===== config.mk =====
export PLATFORM = sky130hd
export DESIGN_NAME = conv3x3_mac
export DESIGN_NICKNAME = d
export VERILOG_FILES = /design/src/rtl/conv3x3_mac.sv
export SDC_FILE = /design/constraint.sdc
export NUM_CORES = 1
export LEC_CHECK = 0
export ABC_AREA = 1
export CAP_MARGIN = 20
export CORE_ASPECT_RATIO = 1.5
export CORE_MARGIN = 10
export CORE_UTILIZATION = 45
export CTS_CLUSTER_SIZE = 20
export DETAILED_ROUTE_END_ITERATION = 8
export PLACE_DENSITY_LB_ADDON = 0.1
export SLEW_MARGIN = 20
export SYNTH_ARGS = -nofsm -noshare
export SYNTH_HDL_FRONTEND = slang
export SYNTH_SLANG_ARGS = --single-unit

===== constraint.sdc =====
create_clock -name clk -period 14.05 [get_ports clk]
set_clock_uncertainty 0.15 [all_clocks]
set_input_delay 1.405 -clock clk [delete_from_list [all_inputs] [get_ports clk]]
set_output_delay 1.405 -clock clk [all_outputs]
set_load 0.05 [all_outputs]

===== src/rtl/conv3x3_mac.sv =====
// conv3x3_mac
//   Serial 3x3 convolution MAC. A start pulse latches a nine-pixel window and
//   nine signed coefficients, accumulates one tap per clock, then scales,
//   clamps and emits one output pixel with its result-BRAM write address.
//   A new window is accepted every 9 clocks (back-to-back start in OUT).
//
// Parameters
//   SHIFT       arithmetic right shift applied to the accumulator before clamping
//   OUT_PIXELS  output pixels per frame (out_addr wrap point)
//   ADDR_W      out_addr width, 2^ADDR_W >= OUT_PIXELS
//
// Ports
//   clk         system clock, rising edge
//   rst         asynchronous active-high reset
//   start       one-cycle pulse, window/kernel valid this cycle
//   window      9 unsigned pixels, byte i at [8i+7:8i], byte 0 oldest
//   kernel      9 signed coefficients, coef i pairs with window byte i
//   busy        high while a start would be ignored (MAC state)
//   pixel_out   scaled, clamped result (held between results)
//   out_valid   one-cycle pulse, pixel_out/out_addr valid
//   out_addr    result BRAM write address (held between results)
//   frame_done  one-cycle pulse with out_valid on the last pixel of a frame
//
// Build option
//   CONV_ABS_RESULT_EN  when defined, the output stage uses the accumulator
//                       magnitude (|acc| >>> SHIFT, saturated to 255) instead
//                       of clamping negative results to 0.
//
// state | meaning
// IDLE  | waiting for start
// MAC   | accumulating taps 1..8
// OUT   | emit result; may accept the next start on the same edge

module conv3x3_mac #(
  parameter int SHIFT      = 0,
  parameter int OUT_PIXELS = 16384,
  parameter int ADDR_W     = 14
) (
  input  logic              clk,
  input  logic              rst,
  input  logic              start,
  input  logic [71:0]       window,
  input  logic [71:0]       kernel,
  output logic              busy,
  output logic [7:0]        pixel_out,
  output logic              out_valid,
  output logic [ADDR_W-1:0] out_addr,
  output logic              frame_done
);

  localparam logic [1:0] S_IDLE = 2'd0;
  localparam logic [1:0] S_MAC  = 2'd1;
  localparam logic [1:0] S_OUT  = 2'd2;

  localparam logic [ADDR_W-1:0] LAST_ADDR = ADDR_W'(OUT_PIXELS - 1);

  logic [1:0]              state_q, state_d;
  logic [8:0][7:0]         win_q, win_d;
  logic [8:0][7:0]         ker_q, ker_d;
  logic signed [19:0]      acc_q, acc_d;
  logic [3:0]              tap_q, tap_d;
  logic [ADDR_W-1:0]       wr_ptr_q, wr_ptr_d;
  logic [7:0]              pix_q, pix_d;
  logic [ADDR_W-1:0]       addr_q, addr_d;
  logic                    valid_q, valid_d;
  logic                    fd_q, fd_d;

  logic                    take_start;
  logic signed [19:0]      mag;
  logic signed [19:0]      shifted;
  logic [7:0]              clamped;

  // Pixel is zero-extended, coefficient sign-extended; the 17-bit signed
  // product always fits, so truncation of the 17-bit multiply is exact.
  function automatic logic signed [19:0] tap_product(input logic [7:0] p,
                                                      input logic [7:0] c);
    logic signed [16:0] pe;
    logic signed [16:0] ce;
    logic signed [16:0] prod;
    pe   = {9'b0, p};
    ce   = {{9{c[7]}}, c};
    prod = pe * ce;
    return {{3{prod[16]}}, prod};
  endfunction

  always_comb begin
`ifdef CONV_ABS_RESULT_EN
    mag = acc_q[19] ? -acc_q : acc_q;
`else
    mag = acc_q;
`endif
    shifted = mag >>> SHIFT;
    if (shifted < 20'sd0)
      clamped = 8'd0;
    else if (shifted > 20'sd255)
      clamped = 8'd255;
    else
      clamped = shifted[7:0];
  end

  always_comb begin
    state_d    = state_q;
    win_d      = win_q;
    ker_d      = ker_q;
    acc_d      = acc_q;
    tap_d      = tap_q;
    wr_ptr_d   = wr_ptr_q;
    pix_d      = pix_q;
    addr_d     = addr_q;
    valid_d    = 1'b0;
    fd_d       = 1'b0;
    take_start = 1'b0;

    case (state_q)
      S_IDLE: begin
        if (start) take_start = 1'b1;
      end
      S_MAC: begin
        acc_d = acc_q + tap_product(win_q[tap_q], ker_q[tap_q]);
        tap_d = tap_q + 4'd1;
        if (tap_q == 4'd8) state_d = S_OUT;
      end
      S_OUT: begin
        pix_d    = clamped;
        addr_d   = wr_ptr_q;
        valid_d  = 1'b1;
        fd_d     = (wr_ptr_q == LAST_ADDR);
        wr_ptr_d = (wr_ptr_q == LAST_ADDR) ? '0 : wr_ptr_q + 1'b1;
        if (start) take_start = 1'b1;
        else       state_d    = S_IDLE;
      end
      default: state_d = S_IDLE;
    endcase

    // Tap 0 is taken straight from the inputs so the MAC needs only 8 more
    // edges, giving the 9-clock window period.
    if (take_start) begin
      win_d   = window;
      ker_d   = kernel;
      acc_d   = tap_product(window[7:0], kernel[7:0]);
      tap_d   = 4'd1;
      state_d = S_MAC;
    end
  end

  always_ff @(posedge clk or posedge rst) begin
    if (rst) begin
      state_q  <= S_IDLE;
      win_q    <= '0;
      ker_q    <= '0;
      acc_q    <= '0;
      tap_q    <= '0;
      wr_ptr_q <= '0;
      pix_q    <= '0;
      addr_q   <= '0;
      valid_q  <= 1'b0;
      fd_q     <= 1'b0;
    end else begin
      state_q  <= state_d;
      win_q    <= win_d;
      ker_q    <= ker_d;
      acc_q    <= acc_d;
      tap_q    <= tap_d;
      wr_ptr_q <= wr_ptr_d;
      pix_q    <= pix_d;
      addr_q   <= addr_d;
      valid_q  <= valid_d;
      fd_q     <= fd_d;
    end
  end

  assign busy       = (state_q == S_MAC);
  assign pixel_out  = pix_q;
  assign out_addr   = addr_q;
  assign out_valid  = valid_q;
  assign frame_done = fd_q;

endmodule


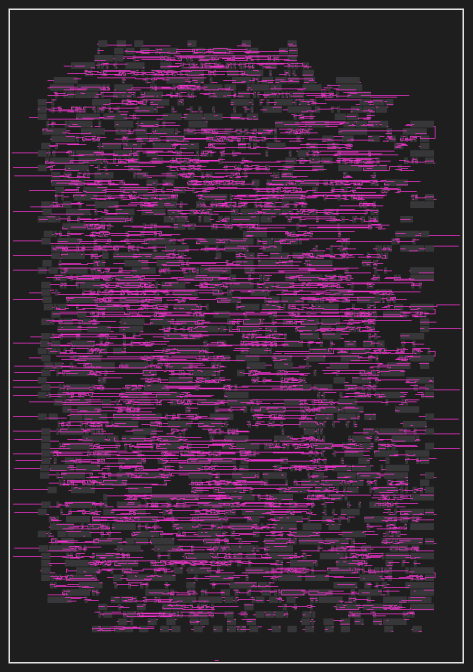
Run 1: signal wires on met1
share of all routed wire: 39%
main direction: horizontal
nets with wire on the layer: 2143
wire length on this layer: 17300 µm
longest straight run: 55.7 µm
Total Routed Length: 44.4 mm
met1 GRT Util: 24.2%

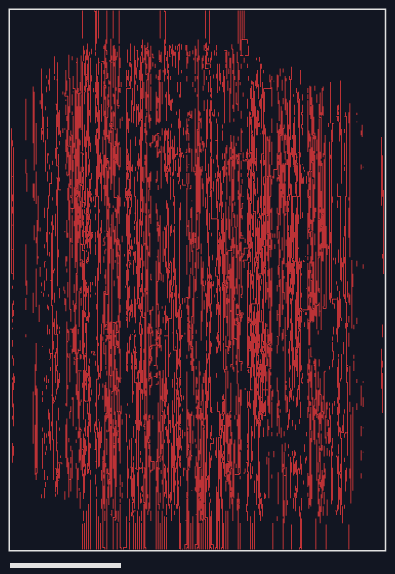
Run 1: signal wires on met2
Bar = 50 µm.
nets with wire on the layer: 1846
share of all routed wire: 53%
GR Util met2: 39.9%
vias: 12200

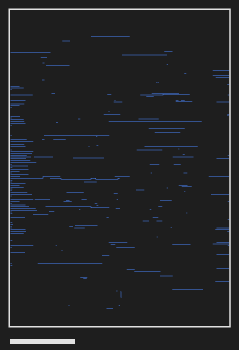
Run 1: metal 3
Bar = 50 µm.
wire length on this layer: 1760 µm
nets with wire on the layer: 145
main direction: horizontal
share of all routed wire: 4.0%
M3 GR Usage: 3.05%

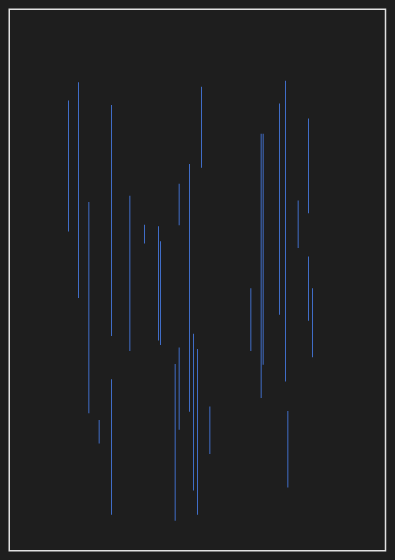
Run 1: the metal 4 layer
main direction: vertical
share of all routed wire: 3.8%

==> CHANGELOG.md, run 1 <==
## Flow update

* Mux area share at 0.0759%
* Pin count of the biggest net entering global routing at 109
* Family with the most delay on the worst path: adder cells
* Skew-Pair Late Insertion Delay at approximately 0.53 ns
* Final hold violations at 0
* CTS Buf Count at 23
* Count of final setup violators at 0
* RSZ-0062 raised after global routing: false
* Cell with the most instances after synthesis: nand2_1
* Most frequent cells after synthesis: nand2_1 (586), inv_1 (277), dfrtp_1 (208), o21ai_0 (129), ha_1 (106)
* IO Port Bufs at 171
* Tmin final at about 6.6 ns
* Setup Fix Bufs, Post-CTS at 0
* DR vias/cell at 5.08
* Fp util at 45.6%
* WP buf/inv at 4
* R2R cell count at 24
* Syn nets at about 2200
* Layout area overhead at 18.1%
* Grt total ovfl at 0
* Dpl hpwl at about 34 mm
* Status: complete, no violations
* Post-cts sizing count at 0
* Remaining antenna violation count at 0
* Syn Inst Count at 1855
* Initial antenna violation count at 0
* Die height at around 240 µm
* Setup CP Type: reg -> reg
* R2R setup slack at ~7.4 ns
* Slowest CP cell: buf_4
* Reg-to-Reg End: acc_q[13]
* Placed instance count at about 2400
* Met3 Wirelength at 1.76 mm
run 1: flip-flops by register name, summed over array words and instances (netlist names):
register	cells
tap_q	4
out_valid	1
out_addr	14
frame_done	1
ker_q	72
pixel_out	8
state_q	2
acc_q	20
wr_ptr_q	14
win_q	72
run 1: cells by family after synthesis:
group	after synthesis
buf+inv	367
fa+ha+maj	194
compound gates	279
mux	1
xor+xnor	18
flops	208
simple gates	788
run 1: through the flow:
step                      setup slack (ns)  instance area (µm²)
final                                 7.40                17500
after global routing                  6.97                17500
after CTS                             7.38                17500
after detailed placement              7.40                16700
after global placement                7.43                16700
after floorplan                       6.81                14800
run 1: area by class of cell:
cell class,instances,area (µm²)
fillers,3138,15000
repair buffers,178,1760
flip-flops and latches,208,5210
multi-input cells,1280,8120
well taps,415,519
clock inverters,10,143
inverters,287,1090
clock buffers,31,666
Run 1, clock wiring as the flow saved it:
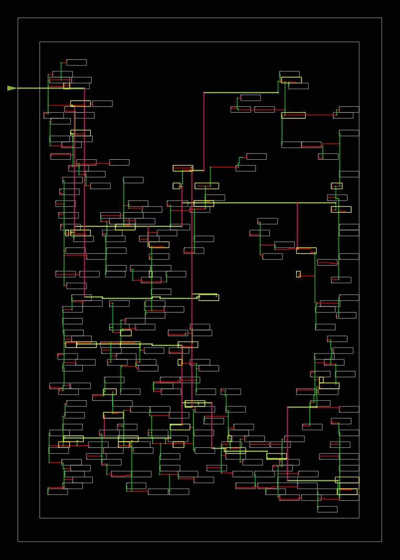

## Run 2: what changed since run 1
==> constraint.sdc (replaced) <==
create_clock -name clk -period 6.27 [get_ports clk]
set_clock_uncertainty 0.15 [all_clocks]
set_input_delay 0.627 -clock clk [delete_from_list [all_inputs] [get_ports clk]]
set_output_delay 0.627 -clock clk [all_outputs]
set_load 0.05 [all_outputs]
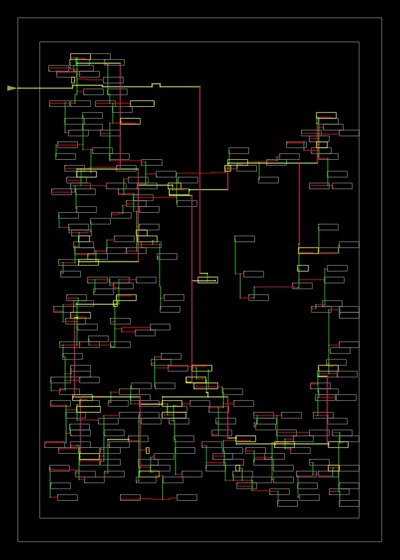
Run 2: clock wiring as the flow saved it
CTS Buf Count: 22
CTS Sinks: 208
flip-flops: 208

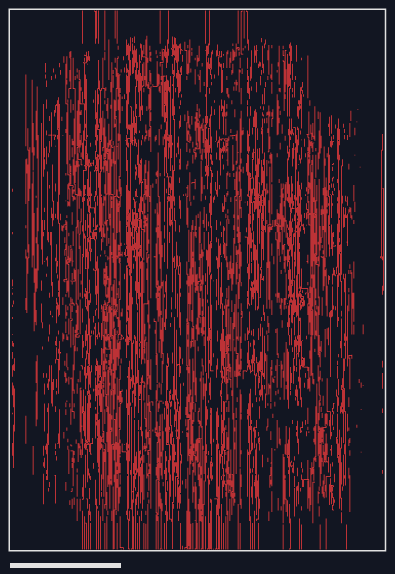
Run 2: signal wires on met2
Bar = 50 µm.
wire length on this layer: 22.8 mm
nets with wire on the layer: 1883
Total Routed Length: 44.2 mm
GR Util met2: 38.3%

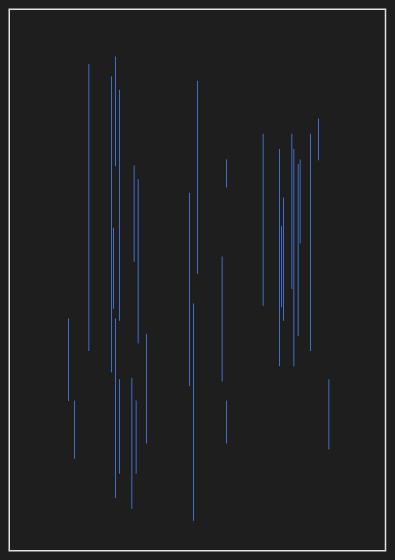
Run 2: the metal 4 layer
share of all routed wire: 4.4%
main direction: vertical
vias: 12400

==> run 2 against run 1 <==
  * Sequential cell count stayed put
  * Register-to-register slack worse by 7.1 ns
  * Final cell count up 0.46%
  * Via count increased by 1.5%
==> CHANGELOG.md, run 2 <==
## Flow update

* Status: complete, no violations
* Final hold violations at 0
* Syn nets at ~2200
* Met1 GRT Util at between 20% and 30%
* RePlAce Congestion at 0.958
* Total tool warning count at 30
* Layout area overhead at 19.4%
* Multi-input gates at 1280
* Initial antenna violation count at 0
* Skew-Pair Late Insertion Delay at 0.53 ns
* DR vias/cell at 5.13
* Setup slack at placement at ~0.22 ns
* Ys cells at between 1500 and 2000
* Leading cell kind: logic gates
* Finished Cell Area at roughly 0.018 mm²
* Busiest grt layer: met2
* Setup CP Type: reg -> reg
* Gate Area at 0.00814 mm²
* Met3 Wirelength at 2.06 mm
* Total GRT Usage at 21.4%
* Register share of the cell area at between 20% and 30%
* Clock Tree Root: clkbuf_16
* Max Slew Vio Count at 0
* Most frequent cells after synthesis: nand2_1 (586), inv_1 (277), dfrtp_1 (208), o21ai_0 (129), ha_1 (106)
* RSZ-0062 raised after global routing: false
* Largest area contributor in the netlist: dfrtp_1
* Cell with the most instances after synthesis: nand2_1
* Clk_buf instances at 29
* IO Port Bufs at around 170
* Worst Setup Slack, final at 0.273 ns
* Die height at approximately 240 µm
* Tmin final at 6.00 ns
* Hold Crit Class: in -> async
* Routed wl met2 at 22.8 mm
* Async S/R FF share, synth at 100%
* Placed instance count at 2379
* Signal buf overhead at 11.0%
* Core area at approximately 0.033 mm²
* Pin count of the biggest net entering global routing at 135
* Die area at approximately 0.041 mm²
* Routed WL per cell at around 18 µm
* Mux area share at less than 1%
* CP arrival at around 6.3 ns
* Diode count at 0
* Logic inverters at 288
* Required time worst endpoint at approximately 6.5 ns
* Top-level port count at between 150 and 200
* Fraction of the mapped netlist area in simple logic gates at between 20% and 30%
* WP buf/inv at 4
* Register area at about 0.0052 mm²
* Setup crit end kind: flip-flop
* Count of final setup violators at 0
* Family with the most delay on the worst path: adder cells
* EDFF count, synth at 0
* Most frequent cells in the layout: nand2_1 (586), inv_1 (276), dfrtp_1 (207)
* Post-synthesis xor/xnor area fraction at under 10%
* Remaining antenna violation count at 0
* Dpl hpwl at 34.3 mm
* Tapcell count at approximately 420
* Bufs w/o clock at around 190
* Critical path's largest stage delay at 0.52 ns
* DP Area at around 0.017 mm²
* Vias in the first global route at 13000
* Rel. slew slack at a little over a third
* M3 GR Usage at 3.07%
* Fp util at roughly 46%
* Fraction of layout cells with a size suffix above 1 at ~5.7%
* Top Registers: ker_q (72), win_q (72), acc_q (20)
* Syn Inst Count at 1855
* Logic share of the area at 46.0%
* Grt total ovfl at 0
* Slowest CP cell: dfrtp_2
* CP dominant cell by count: fa_1
* Fraction of area in clock buffers and inverters at under 10%
* Filler instances at 3160
run 2: cell counts after synthesis:
Identical to the previous run, type by type.
run 2: timing repair:
action / in CTS / in global routing
buffers inserted: 0 / 1
gates resized: 0 / 10
endpoints found under the setup margin: 0 / 5
run 2: final timing paths:
kind / slack (ns) / endpoint / start / cells after the start
max: 0.27 / acc_q[19] / tap_q[0] / 23
min reg2reg: 0.33 / wr_ptr_q[13] / wr_ptr_q[13] / 1
max reg2reg: 0.27 / acc_q[19] / tap_q[0] / 23
max in group asynchronous: 4.59 / acc_q[12] / rst / 3
min: 0.26 / ker_q[59] / rst / 2
min in group clk: 0.33 / wr_ptr_q[13] / wr_ptr_q[13] / 1
